===== src/rtl/ex_operand_stage_pkg.sv =====
// rtl/ex_operand_stage_pkg.sv - op codes and ALU control codes shared by the operand stage and the ALU
package ex_operand_stage_pkg;

    typedef enum logic [2:0] {
        OP_ADD  = 3'd0,
        OP_SUB  = 3'd1,
        OP_AND  = 3'd2,
        OP_OR   = 3'd3,
        OP_ADDI = 3'd4,
        OP_ANDI = 3'd5,
        OP_ORI  = 3'd6,
        OP_RSVD = 3'd7
    } op_e;

    localparam logic [3:0] ALU_AND = 4'b0000;
    localparam logic [3:0] ALU_OR  = 4'b0001;
    localparam logic [3:0] ALU_ADD = 4'b0010;
    localparam logic [3:0] ALU_SUB = 4'b0110;

    // Register-register ops are the only ones whose rs2 field is a real source.
    function automatic logic is_reg_reg(input op_e op);
        return (op == OP_ADD) || (op == OP_SUB) || (op == OP_AND) || (op == OP_OR);
    endfunction

endpackage


===== src/rtl/ex_operand_stage_fwd_mux.sv =====
// rtl/ex_operand_stage_fwd_mux.sv - per-operand bypass select: MEM over WB over register-file data
module fwd_mux #(
    parameter int DWIDTH = 32,
    parameter int RWIDTH = 5
) (
    input  logic [RWIDTH-1:0] idx,
    input  logic [DWIDTH-1:0] reg_data,
    input  logic              mem_wen,
    input  logic              mem_is_load,
    input  logic [RWIDTH-1:0] mem_rd,
    input  logic [DWIDTH-1:0] mem_data,
    input  logic              wb_wen,
    input  logic [RWIDTH-1:0] wb_rd,
    input  logic [DWIDTH-1:0] wb_data,
    output logic [DWIDTH-1:0] data
);

    // A MEM-stage load has no data yet; the hazard logic stalls instead.
    always_comb begin
        data = reg_data;
        if (idx == '0) begin
            data = '0;
        end else if (mem_wen && !mem_is_load && (mem_rd == idx)) begin
            data = mem_data;
        end else if (wb_wen && (wb_rd == idx)) begin
            data = wb_data;
        end
    end

endmodule


===== src/rtl/ex_operand_stage.sv =====
// rtl/ex_operand_stage.sv - one-slot operand stage: bypass, load-use stall and ALU operand steering
module ex_operand_stage
    import ex_operand_stage_pkg::*;
#(
    parameter int DWIDTH            = 32,
    parameter int ALU_CONTROL_WIDTH = 4,
    parameter int RWIDTH            = 5
) (
    input  logic                         i_clk,
    input  logic                         i_rstn,
    input  logic                         i_id_valid,
    output logic                         o_id_ready,
    input  logic [2:0]                   i_id_op,
    input  logic [DWIDTH-1:0]            i_id_rs1_data,
    input  logic [DWIDTH-1:0]            i_id_rs2_data,
    input  logic [DWIDTH-1:0]            i_id_imm,
    input  logic [RWIDTH-1:0]            i_id_rs1,
    input  logic [RWIDTH-1:0]            i_id_rs2,
    input  logic [RWIDTH-1:0]            i_id_rd,
    input  logic                         i_mem_wen,
    input  logic                         i_mem_is_load,
    input  logic [RWIDTH-1:0]            i_mem_rd,
    input  logic [DWIDTH-1:0]            i_mem_data,
    input  logic                         i_wb_wen,
    input  logic [RWIDTH-1:0]            i_wb_rd,
    input  logic [DWIDTH-1:0]            i_wb_data,
    input  logic                         i_flush,
    output logic                         o_ex_valid,
    input  logic                         i_ex_ready,
    output logic [DWIDTH-1:0]            o_alu_in1,
    output logic [DWIDTH-1:0]            o_alu_in2,
    output logic [ALU_CONTROL_WIDTH-1:0] o_alu_ctrl,
    output logic [RWIDTH-1:0]            o_ex_rd
);

    logic              valid_q;
    op_e               op_q;
    logic [DWIDTH-1:0] rs1_data_q;
    logic [DWIDTH-1:0] rs2_data_q;
    logic [DWIDTH-1:0] imm_q;
    logic [RWIDTH-1:0] rs1_q;
    logic [RWIDTH-1:0] rs2_q;
    logic [RWIDTH-1:0] rd_q;

    logic              hazard;
    logic              id_accept;
    logic              drain;
    logic [DWIDTH-1:0] fwd_rs1;
    logic [DWIDTH-1:0] fwd_rs2;
    logic [3:0]        ctrl_raw;

    assign hazard = valid_q && i_mem_wen && i_mem_is_load && (i_mem_rd != '0) &&
                    ((i_mem_rd == rs1_q) || (is_reg_reg(op_q) && (i_mem_rd == rs2_q)));

    assign o_ex_valid = valid_q && !hazard && !i_flush;
    assign drain      = o_ex_valid && i_ex_ready;
    assign o_id_ready = !valid_q || drain;
    assign id_accept  = i_id_valid && o_id_ready;

    always_ff @(posedge i_clk or negedge i_rstn) begin
        if (!i_rstn) begin
            valid_q    <= 1'b0;
            op_q       <= OP_ADD;
            rs1_data_q <= '0;
            rs2_data_q <= '0;
            imm_q      <= '0;
            rs1_q      <= '0;
            rs2_q      <= '0;
            rd_q       <= '0;
        end else begin
            if (id_accept) begin
                op_q       <= op_e'(i_id_op);
                rs1_data_q <= i_id_rs1_data;
                rs2_data_q <= i_id_rs2_data;
                imm_q      <= i_id_imm;
                rs1_q      <= i_id_rs1;
                rs2_q      <= i_id_rs2;
                rd_q       <= i_id_rd;
            end
            // Flush wins over a same-cycle load; the reserved op is swallowed.
            if (i_flush) begin
                valid_q <= 1'b0;
            end else if (id_accept) begin
                valid_q <= (op_e'(i_id_op) != OP_RSVD);
            end else if (drain) begin
                valid_q <= 1'b0;
            end
        end
    end

    fwd_mux #(.DWIDTH(DWIDTH), .RWIDTH(RWIDTH)) u_fwd_rs1 (
        .idx         (rs1_q),
        .reg_data    (rs1_data_q),
        .mem_wen     (i_mem_wen),
        .mem_is_load (i_mem_is_load),
        .mem_rd      (i_mem_rd),
        .mem_data    (i_mem_data),
        .wb_wen      (i_wb_wen),
        .wb_rd       (i_wb_rd),
        .wb_data     (i_wb_data),
        .data        (fwd_rs1)
    );

    fwd_mux #(.DWIDTH(DWIDTH), .RWIDTH(RWIDTH)) u_fwd_rs2 (
        .idx         (rs2_q),
        .reg_data    (rs2_data_q),
        .mem_wen     (i_mem_wen),
        .mem_is_load (i_mem_is_load),
        .mem_rd      (i_mem_rd),
        .mem_data    (i_mem_data),
        .wb_wen      (i_wb_wen),
        .wb_rd       (i_wb_rd),
        .wb_data     (i_wb_data),
        .data        (fwd_rs2)
    );

    // SUB swaps operands because the ALU computes in2 - in1.
    always_comb begin
        ctrl_raw  = ALU_AND;
        o_alu_in1 = fwd_rs1;
        o_alu_in2 = fwd_rs2;
        case (op_q)
            OP_ADD:  ctrl_raw = ALU_ADD;
            OP_SUB: begin
                ctrl_raw  = ALU_SUB;
                o_alu_in1 = fwd_rs2;
                o_alu_in2 = fwd_rs1;
            end
            OP_AND:  ctrl_raw = ALU_AND;
            OP_OR:   ctrl_raw = ALU_OR;
            OP_ADDI: begin
                ctrl_raw  = ALU_ADD;
                o_alu_in2 = imm_q;
            end
            OP_ANDI: begin
                ctrl_raw  = ALU_AND;
                o_alu_in2 = imm_q;
            end
            OP_ORI: begin
                ctrl_raw  = ALU_OR;
                o_alu_in2 = imm_q;
            end
            default: ctrl_raw = ALU_AND;
        endcase
    end

    assign o_alu_ctrl = valid_q ? ALU_CONTROL_WIDTH'(ctrl_raw) : '0;
    assign o_ex_rd    = rd_q;

endmodule


===== config.mk =====
export PLATFORM = sky130hd
export DESIGN_NAME = ex_operand_stage
export DESIGN_NICKNAME = d
export VERILOG_FILES = /design/src/rtl/ex_operand_stage_pkg.sv /design/src/rtl/ex_operand_stage_fwd_mux.sv /design/src/rtl/ex_operand_stage.sv
export SDC_FILE = /design/constraint.sdc
export NUM_CORES = 1
export LEC_CHECK = 0
export CORE_UTILIZATION = 25
export DETAILED_ROUTE_END_ITERATION = 8
export PLACE_DENSITY = 0.49
export SKIP_LAST_GASP = 1
export SYNTH_ARGS = -nofsm -noshare
export SYNTH_HDL_FRONTEND = slang
export SYNTH_HIERARCHICAL = 1
export SYNTH_SLANG_ARGS = --single-unit

===== constraint.sdc =====
create_clock -name i_clk -period 6.4 [get_ports i_clk]
set_input_delay 1.28 -clock i_clk [delete_from_list [all_inputs] [get_ports i_clk]]
set_output_delay 1.28 -clock i_clk [all_outputs]
set_load 0.1 [all_outputs]

==> highlights.md <==
- **CTS tree** yes
- **Setup-failing EPs final** 0
- **post-synthesis cell count** 1215
- **Synth top cells by count** sky130_fd_sc_hd__nand4_1, sky130_fd_sc_hd__nand3_1, sky130_fd_sc_hd__clkbuf_1, sky130_fd_sc_hd__dfrtp_1
- **fraction of final layout cells sized beyond drive strength 1** 13.6%
- **count of input and output buffers** 269
- **number of rows in the core area** 71
- **number of cells traversed by the worst register-to-register path** 7
- **number of enable-type register cells in the synthesized netlist** 0
- **largest family of logic cells by area** AND-OR/OR-AND gates
- **hold violation total from the final report** 0
- **cell total in the yosys stat output** 1215
- **# IOs** 271
- **cell count of the worst hold path** 2
- **number of sinks driven by the clock tree** 115
- **total clock buffers created by CTS** 17
- **average cell area after synthesis** 8.02 um2
- **headroom to the max-slew limit** 24.4%
- **Routed met1 length** 23.0 mm
- **met2 WL post-DR** 25.3 mm
- **Dominant flop cell** sky130_fd_sc_hd__dfrtp_1
- **Initial DRC Count** 1495
- **part of the cycle the worst path needs** 89.5%
- **number of buffers on the longest clock path** 2
- **endpoint required time on the critical path** 5.12 ns
- **register area** 2880 um2
- **Die Y** 199 um
- **Synth-to-Final Area Change** 43.3%
- **HPWL after detailed placement** 35.0 mm
- **number of nets in the layout** 1557
- **post-CTS clock slew at the launch and capture registers of the worst setup and hold paths** 0.06 ns
- **leading post-synthesis cells by cell area** sky130_fd_sc_hd__dfrtp_1, sky130_fd_sc_hd__nand4_1, sky130_fd_sc_hd__a22oi_1
- **clock latency of the later-clocked register in the worst-skew pair** 0.45 ns
- **worst slew pin tran** 1.13 ns
- **overall routing resource usage** 27.2%
- **maximum operating frequency** 0.174 GHz
- **reg-to-reg critical path startpoint** rs2_q[0]$_DFFE_PN0P_
- **VDD IR max** 300 uV
- **GR Layer Usage met2** 42.8%
- **initial antenna violation count** 14
- **via/cell ratio** 6.44
- **critical setup path kind** input port to output pin
- **kind of launch point of the worst setup path** input port
- **r2r endpoint** rs2_data_q[10]$_DFFE_PN0P_
- **post-synth top area cell** sky130_fd_sc_hd__dfrtp_1
- **static leakage** 4.71 nW
- **cell area after layout** 14000 um2
- **number of remaining DRC errors** 0
- **global-route wire length before repair** 80.6 mm
- **worst hold path type** flop to flop
- **number of warnings the tools reported** 26
- **adder share** 0%
- **origin of the worst min-delay path** rs1_data_q[8]$_DFFE_PN0P_
- **# fillers** 3941
- **router iterations before antenna repair** 6
- **total detailed-routing wirelength** 54.8 mm
- **RSZ-0062 raised after global routing** no
- **largest driver fanout on the critical path** 19
- **dpl cell area** 13400 um2
- **met1 GRT Util** 36.9%
- **post-route ant nets** 0
- **vias in the first global route** 11856
- **status** finished clean
- **portion of the post-synthesis area used by sequential elements** 29.5%
- **highest routed metal layer** met5
- **mux frac, synth** 3.70%
- **RD Place Congestion** 0.915
- **Hold Crit Endpoint** rs1_data_q[8]$_DFFE_PN0P_
- **summed standard-cell area reported by yosys** 9750 um2
- **arrival time reported for the critical path endpoint** 4.45 ns
- **worst reg2reg setup slack** 3.28 ns
- **number of levels the H-tree was split into** 4
- **post-synthesis sequential element count** 115
- **maxcap violations** 0
- **met3 Track Usage GR** 5.92%
- **post-cts sizing count** 0
- **DR WL/cell** 28.9 um
- **cell at the root of the clock tree** sky130_fd_sc_hd__clkbuf_16
worst max-delay path by stage:
| stage | end | start | depth (start not counted) |
|---|---|---|---|
| finish | o_alu_in2[20] | i_wb_rd[3] | 9 |
| global route | o_alu_in2[24] | i_wb_rd[3] | 8 |
| detailed placement | o_alu_in2[24] | i_wb_rd[3] | 8 |
| floorplan | o_ex_valid | i_mem_rd[1] | 5 |
| CTS | o_alu_in2[24] | i_wb_rd[3] | 8 |
| global placement | o_alu_in2[24] | i_wb_rd[3] | 8 |
final cells by class:
class / instances / area share [%]
multi-input cells: 920 / 44.5
clock buffers: 17 / 3.04
repair buffers: 305 / 25.9
well taps: 511 / 4.58
flip-flops and latches: 115 / 20.6
diodes: 9 / 0.161
inverters: 2 / 0.0537
clock inverters: 15 / 1.15
critical path, cell delays in order:
cell	delay, ns
sky130_fd_sc_hd__clkdlybuf4s50_1	0.52
sky130_fd_sc_hd__xnor2_2	0.90
sky130_fd_sc_hd__buf_4	0.39
sky130_fd_sc_hd__nand3_1	0.11
sky130_fd_sc_hd__o22a_1	0.19
sky130_fd_sc_hd__a211oi_1	0.29
sky130_fd_sc_hd__o22ai_1	0.11
sky130_fd_sc_hd__a21oi_1	0.41
sky130_fd_sc_hd__buf_12	0.23
metrics by stage:
stage / hold slack (ns) / std cells / total power [mW] / setup WS (ns) / utilization (%)
after floorplan: 0.499 / 1215 / 2.58 / 0.524 / -
after global placement: 0.523 / 1853 / 3.69 / 0.611 / 35.1
after detailed placement: 0.530 / 1853 / 3.69 / 0.705 / 35.1
after CTS: 0.547 / 1885 / 4.71 / 0.697 / 36.7
after global routing: 0.564 / 1890 / 4.85 / 0.512 / 36.7
final: 0.542 / 1894 / 4.71 / 0.669 / 36.7
power by group:
part	switching [mW]	internal (mW)
sequential	0.149	0.836
clock	0.435	0.576
combinational	1.81	0.907
total	2.39	2.32
layout by cell type, fill, tap and decap left out, types with 7 or more instances in the layout:
cell / count
sky130_fd_sc_hd__o22ai_1: 64
sky130_fd_sc_hd__buf_4: 36
sky130_fd_sc_hd__nand4_1: 177
sky130_fd_sc_hd__o21ai_0: 62
sky130_fd_sc_hd__a22oi_1: 114
sky130_fd_sc_hd__a21oi_1: 33
sky130_fd_sc_hd__a311oi_1: 58
sky130_fd_sc_hd__o211ai_1: 114
sky130_fd_sc_hd__a211oi_1: 7
sky130_fd_sc_hd__xnor2_1: 27
sky130_fd_sc_hd__buf_12: 66
sky130_fd_sc_hd__clkdlybuf4s50_1: 201
sky130_fd_sc_hd__nand3_1: 120
sky130_fd_sc_hd__dfrtp_1: 114
sky130_fd_sc_hd__nand2_1: 8
sky130_fd_sc_hd__nor3_1: 65
sky130_fd_sc_hd__clkbuf_16: 17
sky130_fd_sc_hd__mux2_2: 32
sky130_fd_sc_hd__diode_2: 9
sequential cells by signal, summed over array words and instances (netlist names):
name        flops
rs1_q           5
rs1_data_q     32
o_ex_rd         5
imm_q          32
valid_q         1
op_q            3
rs2_data_q     32
rs2_q           5
kinds of logic (layout without fill, tap and decap cells):
logic type	count (synthesis)	in the layout
and+or+nand+nor	390	390
DFF	115	115
buffers and inverters	180	339
AOI/OAI and AO/OA	466	466
other	1	10
muxes	32	32
xor gates and xnor gates	31	31
### Routing congestion

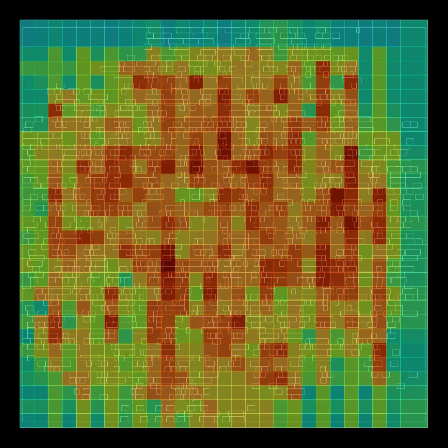
global routing's busiest layer: met2
Core Util, Final: 36.7%

### Clock distribution

Bar = 50 um.
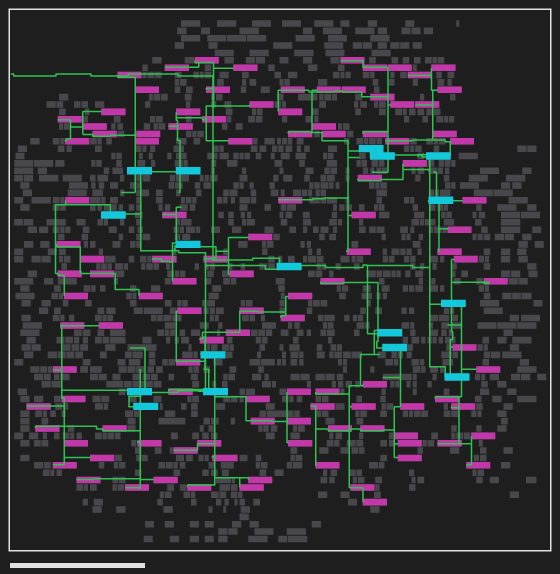
- green: clock wires (length 2450 um)
- cyan: clock drivers (count 17)
- magenta: flip-flops (count 115)
- flops lie: spread over the die
clock share of power: 21.5%
total clock network power: 1.01 mW
final worst clock skew: 0.0132 ns

Power is estimated from default activity; no workload was simulated.
